[config.mk]
export PLATFORM = sky130hd
export DESIGN_NAME = counter_sched
export DESIGN_NICKNAME = d
export VERILOG_FILES = /design/src/rtl/counter_sched.sv
export SDC_FILE = /design/constraint.sdc
export NUM_CORES = 1
export LEC_CHECK = 0
export CAP_MARGIN = 25
export CORE_MARGIN = 1
export CORE_UTILIZATION = 45
export DETAILED_ROUTE_END_ITERATION = 16
export GPL_TIMING_DRIVEN = 0
export PLACE_DENSITY = 0.83
export SETUP_SLACK_MARGIN = 0.3
export SYNTH_ARGS = -nofsm -noshare
export SYNTH_HDL_FRONTEND = slang
export SYNTH_SLANG_ARGS = --single-unit
[constraint.sdc]
create_clock -name clk -period 5.7 [get_ports clk]
set_input_delay 1.425 -clock clk [delete_from_list [all_inputs] [get_ports clk]]
set_output_delay 1.425 -clock clk [all_outputs]
set_load 0.01 [all_outputs]
[src/rtl/counter_sched.sv]
// counter_sched: round-robin time-sharing of one external up-counter among NREQ requesters.
module counter_sched #(
    parameter int NREQ = 4,
    parameter int CW   = 8
) (
    input  logic               clk,
    input  logic               rst_n,
    input  logic [NREQ-1:0]    req,
    input  logic [NREQ*CW-1:0] req_len,
    output logic [NREQ-1:0]    grant,
    output logic [NREQ-1:0]    done,
    output logic               busy,
    output logic               err,
    output logic               cnt_en,
    output logic               cnt_clr,
    input  logic [CW-1:0]      cnt_val,
    input  logic               cnt_ovf
);
    localparam int IW = (NREQ > 1) ? $clog2(NREQ) : 1;
    typedef enum logic [1:0] {IDLE, CLR, RUN, DONE} state_t;
    state_t        state;
    logic [IW-1:0] rr, g_r, win;
    logic [CW-1:0] len_r;
    logic          hit;
    function automatic logic [IW-1:0] wrap(input int v);
        return IW'(v % NREQ);
    endfunction
    // Descending scan so the lowest offset from rr is the last assignment and wins.
    always_comb begin
        win = '0;
        for (int k = NREQ - 1; k >= 0; k--)
            if (req[wrap(int'(rr) + k)]) win = wrap(int'(rr) + k);
    end
    assign hit     = cnt_val == len_r;
    assign cnt_en  = state == RUN && !hit;
    assign cnt_clr = state == CLR;
    assign busy    = state != IDLE;
    always_ff @(posedge clk or negedge rst_n) begin
        if (!rst_n) begin
            state <= IDLE;
            grant <= '0;
            done  <= '0;
            err   <= 1'b0;
            rr    <= '0;
            g_r   <= '0;
            len_r <= '0;
        end else begin
            done <= '0;
            case (state)
                IDLE: if (|req) begin
                    state <= CLR;
                    grant <= NREQ'(1) << win;
                    g_r   <= win;
                    len_r <= req_len[int'(win)*CW +: CW];
                end
                CLR: state <= RUN;
                RUN: begin
                    if (cnt_ovf && len_r != '1) err <= 1'b1;
                    // Withdrawal beats a same-cycle terminal match.
                    if (!req[g_r]) begin
                        state <= IDLE;
                        grant <= '0;
                        rr    <= wrap(int'(g_r) + 1);
                    end else if (hit) begin
                        state <= DONE;
                        done  <= grant;
                    end
                end
                DONE: begin
                    state <= IDLE;
                    grant <= '0;
                    rr    <= wrap(int'(g_r) + 1);
                end
            endcase
        end
    end
endmodule
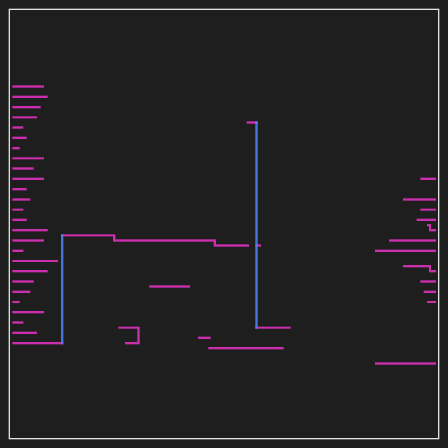
(metal layers overlaid)
Two of the layers only.
legend:
  blue:
    layer: M4
    wire_length: 41.5 um
  magenta:
    layer: M3
    wire_length: 170 um
sum of routed wire length over all layers: 3.24 mm
Routed WL per cell: 15.1 um
Via Count: 1,188

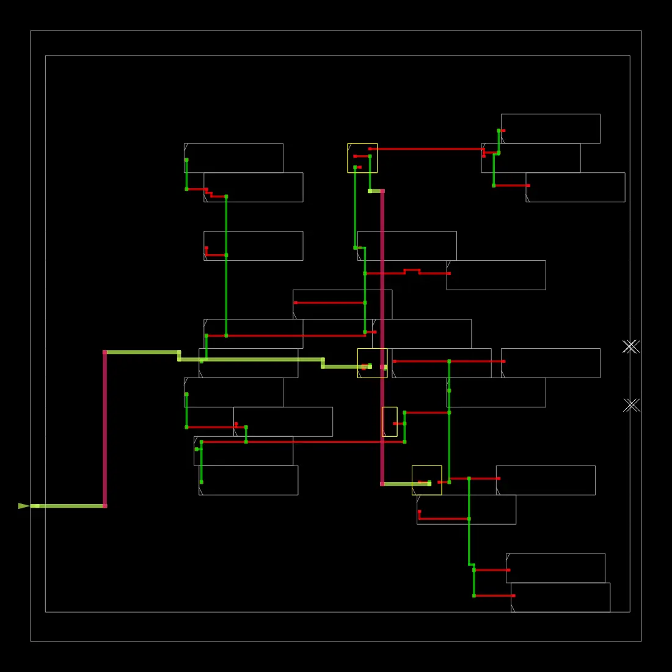
(clock routing)
Worst Clk Skew: 0.00304 ns
clock buffer count from CTS: 3
worst-skew pair later-pin latency: 0.32 ns
number of clock buffers in the layout: 4
sequential cell count: 23

==> results.cfg <==
; yosys + openroad results
[run]
max_cap_violations = 0

[global_route]
grt_use_met2_pct = 40.5
grt.met1_usage_pct = 26.4
grt_start_max_net_pins = 24

[outcome]
status = complete, but fails checks
violations_in_the_final_reports = design-rule violations

[yosys]
synth-xor-area-share_pct = 5.85
ys_warn_count = 0
area_share_of_the_largest_cell_type_after_synthesis_pct = 42.7
simple_gate_area_share_pct = 14.9

[power_and_ir_drop]
power_combinational_mw = 0.448
finalPower_mw = 0.814

[layout]
final_cell_area_um2 = 2020
drive_gt1_share_pct = 13.1
synthToLayoutAreaGrowth_pct = 50.0

[clock_network]
cts.path.max_buffers = 2
cts_tree = built

[placement]
placement.cell_area_um2 = 1970

[setup_path]
worstSetupPathDepth = 6

[timing]
finalWorstPathRequiredPeriod_ns = 4.29

[detailed_routing]
drc_errors = 5
-- synthesized netlist by cell type, drive strengths merged --
master	instances
or2	2
and2	4
nor2b	2
or3b	1
a211oi	4
nor3	8
mux2	9
and3	1
nand2b	2
mux2i	8
dfrtp	23
a221o	4
a21oi	4
nand4	4
nor2	12
o211ai	1
nor4	1
clkbuf	2
a21o	4
inv	3
o221ai	1
mux4	1
buf	2
a21boi	2
a32o	1
a22o	3
o22ai	1
xnor2	9
o22a	1
-- layout by cell type (no fill, tap or decap), drive strengths merged --
cell type | synthesis | layout
nand2b | 2 | 2
nand4 | 4 | 4
inv | 3 | 3
o211ai | 1 | 1
or2 | 2 | 2
a21o | 4 | 4
nor2 | 12 | 12
o22ai | 1 | 1
mux2i | 8 | 8
xnor2 | 9 | 9
nor2b | 2 | 2
mux4 | 1 | 1
and2 | 4 | 4
nor3 | 8 | 8
a21oi | 4 | 4
a32o | 1 | 1
dfrtp | 23 | 23
a21boi | 2 | 2
a22o | 3 | 3
clkbuf | 2 | 6
o22a | 1 | 1
clkdlybuf4s50 | 0 | 58
mux2 | 9 | 9
buf | 2 | 3
or3b | 1 | 1
nor4 | 1 | 1
a221o | 4 | 4
o221ai | 1 | 1
and3 | 1 | 1
a211oi | 4 | 4
-- cell type report --
| class | instances | area (um^2) | area share (%) |
|---|---|---|---|
| Buffer | 4 | 50.0 | 2.48 |
| Clock buffer | 4 | 26.3 | 1.30 |
| Inverter | 3 | 11.3 | 0.557 |
| Multi-Input combinational cell | 90 | 711 | 35.2 |
| Sequential cell | 23 | 576 | 28.5 |
| Tap cell | 31 | 38.8 | 1.92 |
| Timing Repair Buffer | 59 | 608 | 30.1 |
-- registers in the layout, indices dropped and copies added, names as in the netlist --
name and count:
g_r 2, rr 2, done 4, state 2
grant 4, err 1, len_r 8
